## config.mk

```make
export PLATFORM = sky130hd
export DESIGN_NAME = mc_controller_flat
export DESIGN_NICKNAME = d
export VERILOG_FILES = /design/src/rtl/mc_controller_if.sv /design/src/rtl/mc_controller.sv /design/src/flat_wrapper.sv
export SDC_FILE = /design/constraint.sdc
export NUM_CORES = 1
export LEC_CHECK = 0
export ABC_AREA = 1
export CELL_PAD_IN_SITES_DETAIL_PLACEMENT = 1
export CELL_PAD_IN_SITES_GLOBAL_PLACEMENT = 1
export CORE_ASPECT_RATIO = 0.75
export CORE_MARGIN = 5
export CORE_UTILIZATION = 33
export CTS_CLUSTER_DIAMETER = 150
export CTS_CLUSTER_SIZE = 12
export DETAILED_ROUTE_END_ITERATION = 7
export GPL_TIMING_DRIVEN = 0
export PLACE_DENSITY_LB_ADDON = 0.1
export SYNTH_ARGS = -nofsm -noshare
export SYNTH_HDL_FRONTEND = slang
export SYNTH_SLANG_ARGS = --single-unit
```

## constraint.sdc

```tcl
create_clock -name clk -period 2.8 [get_ports clk]
set_input_delay 0.56 -clock clk [delete_from_list [all_inputs] [get_ports clk]]
set_output_delay 0.56 -clock clk [all_outputs]
set_load 0.01 [all_outputs]
```

## src/rtl/mc_controller_if.sv

```systemverilog
// Control bundle between the multicycle MIPS controller and its datapath:
// instruction fields and the ALU zero flag flow in, mux selects, write
// enables and the ALU operation code flow out.
interface mc_controller_if;
  logic [5:0] op;
  logic [5:0] funct;
  logic       zero;
  logic       iord;
  logic       memwrite;
  logic       irwrite;
  logic       regdst;
  logic       memtoreg;
  logic       regwrite;
  logic       alusrca;
  logic [1:0] alusrcb;
  logic [1:0] pcsrc;
  logic       pcen;
  logic [2:0] alucontrol;

  modport master (
    input  op, funct, zero,
    output iord, memwrite, irwrite, regdst, memtoreg, regwrite,
           alusrca, alusrcb, pcsrc, pcen, alucontrol
  );

  modport slave (
    output op, funct, zero,
    input  iord, memwrite, irwrite, regdst, memtoreg, regwrite,
           alusrca, alusrcb, pcsrc, pcen, alucontrol
  );
endinterface

```

## src/rtl/mc_controller.sv

```systemverilog
// Multicycle MIPS control unit. A Moore FSM sequences each instruction
// through FETCH/DECODE and an opcode-specific tail; its outputs are held in
// a register loaded with the decode of the state being entered. Reset
// blanks every output combinationally so no write completes in a reset
// cycle; zero -> pcen is the only same-cycle input path.
module mc_controller (
  input  logic             clk,
  input  logic             reset,
  mc_controller_if.master  bus
);

  typedef enum logic [3:0] {
    FETCH   = 4'd0,
    DECODE  = 4'd1,
    MEMADR  = 4'd2,
    MEMRD   = 4'd3,
    MEMWB   = 4'd4,
    MEMWR   = 4'd5,
    RTYPEEX = 4'd6,
    RTYPEWB = 4'd7,
    BEQEX   = 4'd8,
    ADDIEX  = 4'd9,
    ADDIWB  = 4'd10,
    JEX     = 4'd11
  } state_t;

  typedef struct packed {
    logic       iord;
    logic       memwrite;
    logic       irwrite;
    logic       regdst;
    logic       memtoreg;
    logic       regwrite;
    logic       alusrca;
    logic [1:0] alusrcb;
    logic [1:0] pcsrc;
    logic       pcwrite;
    logic       branch;
    logic [2:0] alucontrol;
  } ctrl_t;

  localparam logic [5:0] OP_RTYPE = 6'b000000;
  localparam logic [5:0] OP_LW    = 6'b100011;
  localparam logic [5:0] OP_SW    = 6'b101011;
  localparam logic [5:0] OP_BEQ   = 6'b000100;
  localparam logic [5:0] OP_ADDI  = 6'b001000;
  localparam logic [5:0] OP_J     = 6'b000010;

  localparam logic [2:0] ALU_ADD  = 3'b010;
  localparam logic [2:0] ALU_SUB  = 3'b110;

  state_t state;
  state_t nxt;
  ctrl_t  ctrl_q;

  function automatic logic [2:0] alu_funct(input logic [5:0] f);
    case (f)
      6'b100000: alu_funct = 3'b010;
      6'b100010: alu_funct = 3'b110;
      6'b100100: alu_funct = 3'b000;
      6'b100101: alu_funct = 3'b001;
      6'b101010: alu_funct = 3'b111;
      default:   alu_funct = 3'b010;
    endcase
  endfunction

  function automatic state_t next_state(input state_t s, input logic [5:0] o);
    case (s)
      FETCH:   next_state = DECODE;
      DECODE: begin
        case (o)
          OP_LW, OP_SW: next_state = MEMADR;
          OP_RTYPE:     next_state = RTYPEEX;
          OP_BEQ:       next_state = BEQEX;
          OP_ADDI:      next_state = ADDIEX;
          OP_J:         next_state = JEX;
          default:      next_state = FETCH;
        endcase
      end
      MEMADR:  next_state = (o == OP_LW) ? MEMRD : MEMWR;
      MEMRD:   next_state = MEMWB;
      RTYPEEX: next_state = RTYPEWB;
      ADDIEX:  next_state = ADDIWB;
      default: next_state = FETCH;
    endcase
  endfunction

  function automatic ctrl_t decode_ctrl(input state_t s, input logic [5:0] f);
    ctrl_t c;
    c = '0;
    case (s)
      FETCH: begin
        c.alusrcb = 2'b01; c.alucontrol = ALU_ADD;
        c.irwrite = 1'b1;  c.pcwrite    = 1'b1;
      end
      DECODE: begin
        c.alusrcb = 2'b11; c.alucontrol = ALU_ADD;
      end
      MEMADR, ADDIEX: begin
        c.alusrca = 1'b1; c.alusrcb = 2'b10; c.alucontrol = ALU_ADD;
      end
      MEMRD:   c.iord = 1'b1;
      MEMWB: begin
        c.memtoreg = 1'b1; c.regwrite = 1'b1;
      end
      MEMWR: begin
        c.iord = 1'b1; c.memwrite = 1'b1;
      end
      RTYPEEX: begin
        c.alusrca = 1'b1; c.alucontrol = alu_funct(f);
      end
      RTYPEWB: begin
        c.regdst = 1'b1; c.regwrite = 1'b1;
      end
      BEQEX: begin
        c.alusrca = 1'b1; c.alucontrol = ALU_SUB;
        c.pcsrc   = 2'b01; c.branch    = 1'b1;
      end
      ADDIWB:  c.regwrite = 1'b1;
      JEX: begin
        c.pcsrc = 2'b10; c.pcwrite = 1'b1;
      end
      default: c = '0;
    endcase
    return c;
  endfunction

  // Next-state selection from the current state and the held opcode.
  always_comb nxt = next_state(state, bus.op);

  // State register plus output register preloaded with the entered state's decode.
  always_ff @(posedge clk) begin
    if (reset) begin
      state  <= FETCH;
      ctrl_q <= decode_ctrl(FETCH, bus.funct);
    end else begin
      state  <= nxt;
      ctrl_q <= decode_ctrl(nxt, bus.funct);
    end
  end

  assign bus.iord       = ~reset & ctrl_q.iord;
  assign bus.memwrite   = ~reset & ctrl_q.memwrite;
  assign bus.irwrite    = ~reset & ctrl_q.irwrite;
  assign bus.regdst     = ~reset & ctrl_q.regdst;
  assign bus.memtoreg   = ~reset & ctrl_q.memtoreg;
  assign bus.regwrite   = ~reset & ctrl_q.regwrite;
  assign bus.alusrca    = ~reset & ctrl_q.alusrca;
  assign bus.alusrcb    = reset ? 2'b00 : ctrl_q.alusrcb;
  assign bus.pcsrc      = reset ? 2'b00 : ctrl_q.pcsrc;
  assign bus.alucontrol = reset ? 3'b000 : ctrl_q.alucontrol;
  assign bus.pcen       = ~reset & (ctrl_q.pcwrite | (ctrl_q.branch & bus.zero));

endmodule

```

## src/flat_wrapper.sv

```systemverilog
// flat-port wrapper written by rule: the top's interface ports become plain ports
module mc_controller_flat 
  (clk, reset, bus_op, bus_funct, bus_zero, bus_iord, bus_memwrite, bus_irwrite, bus_regdst, bus_memtoreg, bus_regwrite, bus_alusrca, bus_alusrcb, bus_pcsrc, bus_pcen, bus_alucontrol);
  mc_controller_if bus_i ();
  input  logic clk;
  input  logic reset;
  input wire logic [$bits(bus_i.op)-1:0] bus_op;
  input wire logic [$bits(bus_i.funct)-1:0] bus_funct;
  input wire logic [$bits(bus_i.zero)-1:0] bus_zero;
  output wire logic [$bits(bus_i.iord)-1:0] bus_iord;
  output wire logic [$bits(bus_i.memwrite)-1:0] bus_memwrite;
  output wire logic [$bits(bus_i.irwrite)-1:0] bus_irwrite;
  output wire logic [$bits(bus_i.regdst)-1:0] bus_regdst;
  output wire logic [$bits(bus_i.memtoreg)-1:0] bus_memtoreg;
  output wire logic [$bits(bus_i.regwrite)-1:0] bus_regwrite;
  output wire logic [$bits(bus_i.alusrca)-1:0] bus_alusrca;
  output wire logic [$bits(bus_i.alusrcb)-1:0] bus_alusrcb;
  output wire logic [$bits(bus_i.pcsrc)-1:0] bus_pcsrc;
  output wire logic [$bits(bus_i.pcen)-1:0] bus_pcen;
  output wire logic [$bits(bus_i.alucontrol)-1:0] bus_alucontrol;
  assign bus_i.op = bus_op;
  assign bus_i.funct = bus_funct;
  assign bus_i.zero = bus_zero;
  assign bus_iord = bus_i.iord;
  assign bus_memwrite = bus_i.memwrite;
  assign bus_irwrite = bus_i.irwrite;
  assign bus_regdst = bus_i.regdst;
  assign bus_memtoreg = bus_i.memtoreg;
  assign bus_regwrite = bus_i.regwrite;
  assign bus_alusrca = bus_i.alusrca;
  assign bus_alusrcb = bus_i.alusrcb;
  assign bus_pcsrc = bus_i.pcsrc;
  assign bus_pcen = bus_i.pcen;
  assign bus_alucontrol = bus_i.alucontrol;
  mc_controller u_core (.clk(clk), .reset(reset), .bus(bus_i));
endmodule
```

Run 1, track usage over the die:
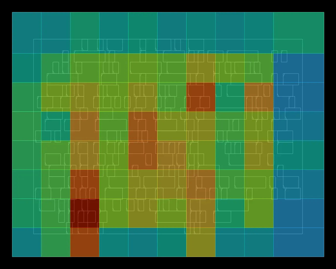
GR Util All Layers: 14.1%
Core Util, Final: 47.1%
met2 usage: 23.7%

Run 1, routed metal, one colour a layer:
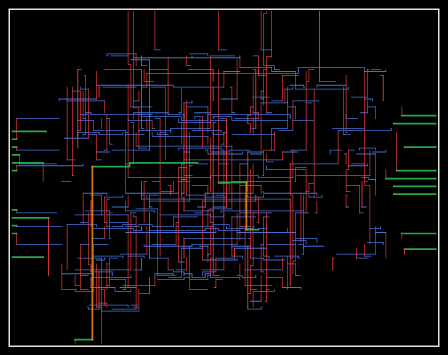
Key: blue = met1 [wire length 1280 um]; green = met3 [wire length 116 um]; red = met2 [wire length 1320 um]; orange = met4 [wire length 38.1 um]

Run 1, clock network drawn from the DEF:
Bar = 20 um.
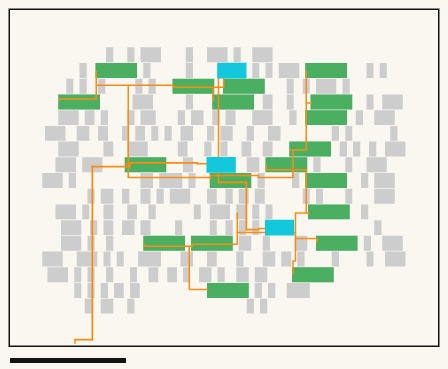
Key: orange = clock wires [length 279 um]; green = flip-flops [count 19]; cyan = cells driving clock nets [count 3]
There are 4 routed clock nets.
Final Skew: 5.86 ps
Clk pwr share: 34.2%
clk latency late pin: 260 ps

Run 1, PDN straps and rails:
Bar = 20 um. Pins as bars on the die edge.
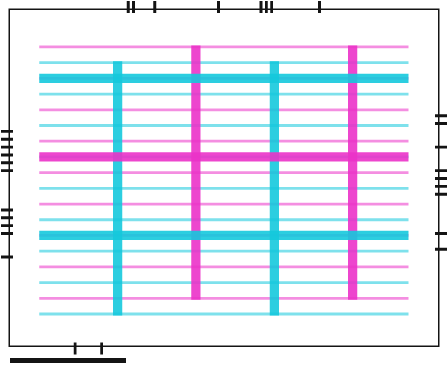
Key: cyan = VSS; magenta = VDD
18 met1 rails follow the rows. The core has 17 rows.

==> results.json, run 1 <==
{
  "layout-drive-gt1-share_pct": 13.6,
  "area_delta_synth_final_pct": 36.8,
  "wl_per_cell_um": 12.0,
  "pg_seq_w": 0.000283,
  "drv_slew": 0,
  "top_layer": "met4",
  "pwr-share-seq_pct": 49.5,
  "avgViaCountPerCell": 4.62,
  "yosys.area_share.simple_pct": 45.5,
  "powerDensity_nw_per_um2": 410,
  "worst_pin_slew_ps": 445,
  "synthTopCellsByArea": "dfxtp_1 (37%), nor2_1 (13%), inv_1 (11%)",
  "cp_common_cell": "clkbuf_1",
  "hold_violations": 0,
  "ys_sh_adder_pct": 0,
  "crit_slowest_cell": "clkdlybuf4s50_1",
  "clockBufferDepth": 2,
  "rsz0062_at_grt": "false",
  "first_pass_iters": 4,
  "status": "complete, no violations",
  "start_kind": "input pin",
  "power_w": 0.000571,
  "dpl.hpwl_um": 2330,
  "crit_path_end": "bus_alucontrol[2]",
  "endpoint_kind": "primary output",
  "drtIter0Drc": 39,
  "top_area_share_pct": 37.4,
  "arrival_ps": 1940,
  "vias": 1059,
  "whs_endpoint": "u_core.ctrl_q[11]",
  "xor_share_pct": 0,
  "seq_area_frac_synth_pct": 37.4,
  "finalCriticalPeriod_ps": 2500,
  "maxCapViolations": 0
}
[run 1: sequential cells by signal, indices dropped and copies added (netlist names)]
register	cells
u_core.state	4
u_core.ctrl_q	15
[run 1: cells in the final DEF (no fill, tap or decap), drive strengths merged]
cell	synthesis	final
a21oi	2	2
a31oi	1	1
clkbuf	3	6
clkdlybuf4s50	0	28
clkinv	0	1
dfxtp	19	19
inv	34	34
nand2	28	28
nand3	19	19
nand3b	1	1
nand4	1	1
nor2	43	43
nor3	4	4
nor4	1	1
o21a	1	1
o21ai	1	1
o22ai	1	1
[run 1: cell type report]
class,count,area [um^2]
Clock inverter,1,5.00
Multi-Input combinational cell,103,498
Inverter,34,128
Clock buffer,3,41.3
Buffer,3,11.3
Timing Repair Buffer,28,280
Tap cell,38,47.5
Fill cell,392,1570
Sequential cell,19,380
==> run 1 -> run 2 <==
--- a/config.mk
+++ b/config.mk
@@ -6,6 +6,7 @@
 export NUM_CORES = 1
 export LEC_CHECK = 0
 export ABC_AREA = 1
+export CAP_MARGIN = 25
 export CELL_PAD_IN_SITES_DETAIL_PLACEMENT = 1
 export CELL_PAD_IN_SITES_GLOBAL_PLACEMENT = 1
 export CORE_ASPECT_RATIO = 0.75
@@ -15,7 +16,7 @@
 export CTS_CLUSTER_SIZE = 12
 export DETAILED_ROUTE_END_ITERATION = 7
 export GPL_TIMING_DRIVEN = 0
-export PLACE_DENSITY_LB_ADDON = 0.1
+export PLACE_DENSITY = 0.81
 export SYNTH_ARGS = -nofsm -noshare
 export SYNTH_HDL_FRONTEND = slang
 export SYNTH_SLANG_ARGS = --single-unit
Run 2, clock network drawn from the DEF:
Bar = 20 um.
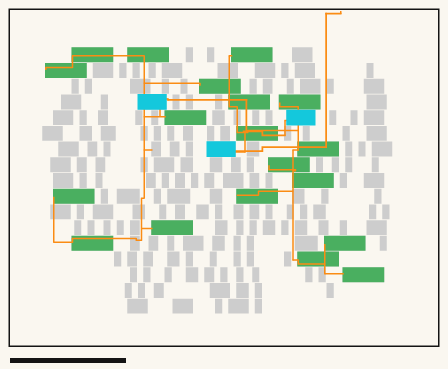
Key: green = flip-flops [count 19]; orange = clock wires [length 273 um]; cyan = cells driving clock nets [count 3]
There are 4 routed clock nets.
Clk power: 0.000196 W
Final Skew: 1.03 ps

Run 2, placement by cell class:
Bar = 20 um.
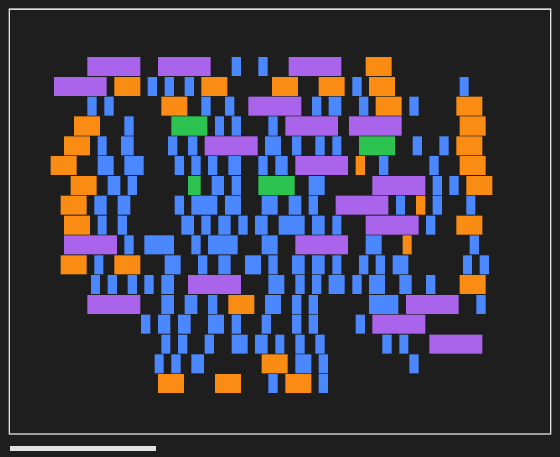
Key: purple = flip-flops [cells 19]; orange = other buffers and delay cells [cells 31]; blue = all other logic [cells 137]; green = clock drivers and dummy loads [cells 4]
final non-filler cell area: 1390 um^2
std cell rows: 17

==> results.json, run 2 <==
{
  "status": "complete, no violations",
  "top_regs": "u_core.ctrl_q (15), u_core.state (4)",
  "first_pass_iters": 4,
  "met2_usage_pct": 25.8,
  "hold_violations": 0,
  "drv_slew": 0,
  "avgViaCountPerCell": 4.70,
  "powerDensity_nw_per_um2": 413,
  "flop_area_um2": 380,
  "clockBufferDepth": 2,
  "cp_common_cell": "clkbuf_1",
  "clock_latency_ps": 260,
  "top_area_share_pct": 37.4,
  "grt-busiest-layer": "met2",
  "synthTopCellsByArea": "dfxtp_1 (37%), nor2_1 (13%), inv_1 (11%)",
  "grtUsageTotal_pct": 15.8,
  "lay_top_count": "nor2_1",
  "rsz0062_at_grt": "false",
  "drtIter0Drc": 63,
  "nNonClkInverters": 34,
  "power_w": 0.000574,
  "finalCriticalPeriod_ps": 2600,
  "start_kind": "input pin",
  "regMostFlops": "u_core.ctrl_q",
  "layout.nonclk_buf_share_pct": 21.0,
  "worst_pin_slew_ps": 566,
  "largestClassByArea": "logic gates",
  "sh_comb_area_pct": 35.8,
  "wl_per_cell_um": 13.1,
  "dpl.hpwl_um": 2490,
  "nMultiInputCombCells": 103,
  "taps": 38,
  "top_layer": "met4",
  "final_util_pct": 47.1,
  "n_all_buffers": 31,
  "flops": 19,
  "seq_share_pct": 27.3,
  "final-comb-area_um2": 498,
  "seq_area_frac_synth_pct": 37.4,
  "arrival_ps": 2040,
  "largest_register_ffs": 15,
  "n_fill_cell": 400,
  "endpoint_kind": "primary output",
  "area_delta_synth_final_pct": 36.8,
  "layout_top_cells": "nor2_1 (35), inv_1 (30), clkdlybuf4s50_1 (28), nand2_1 (21), dfxtp_1 (19)"
}
==> run 2: worst paths after layout <==
path | start | depth (start not counted) | slack (ps) | endpoint
min reg2reg | u_core.state[0] | 2 | 570 | u_core.ctrl_q[11]
min | u_core.state[0] | 2 | 570 | u_core.ctrl_q[11]
max reg2reg | u_core.state[3] | 9 | 1200 | u_core.ctrl_q[2]
max | reset | 4 | 200 | bus_memwrite
==> run 2: cells by family after synthesis <==
group | after synthesis | share of synthesized area, %
simple gates | 97 | 45.5
buf+inv | 37 | 13.7
compound gates | 6 | 3.44
flops | 19 | 37.4
==> run 2: power breakdown <==
part           switching, W   total, W  internal (W)
combinational     0.0000532  0.0000958     0.0000425
sequential       0.00000423   0.000283      0.000279
clock             0.0000967   0.000196     0.0000991
total              0.000154   0.000574      0.000420
Power figures rest on the tool's default switching activity, not on a simulated workload.
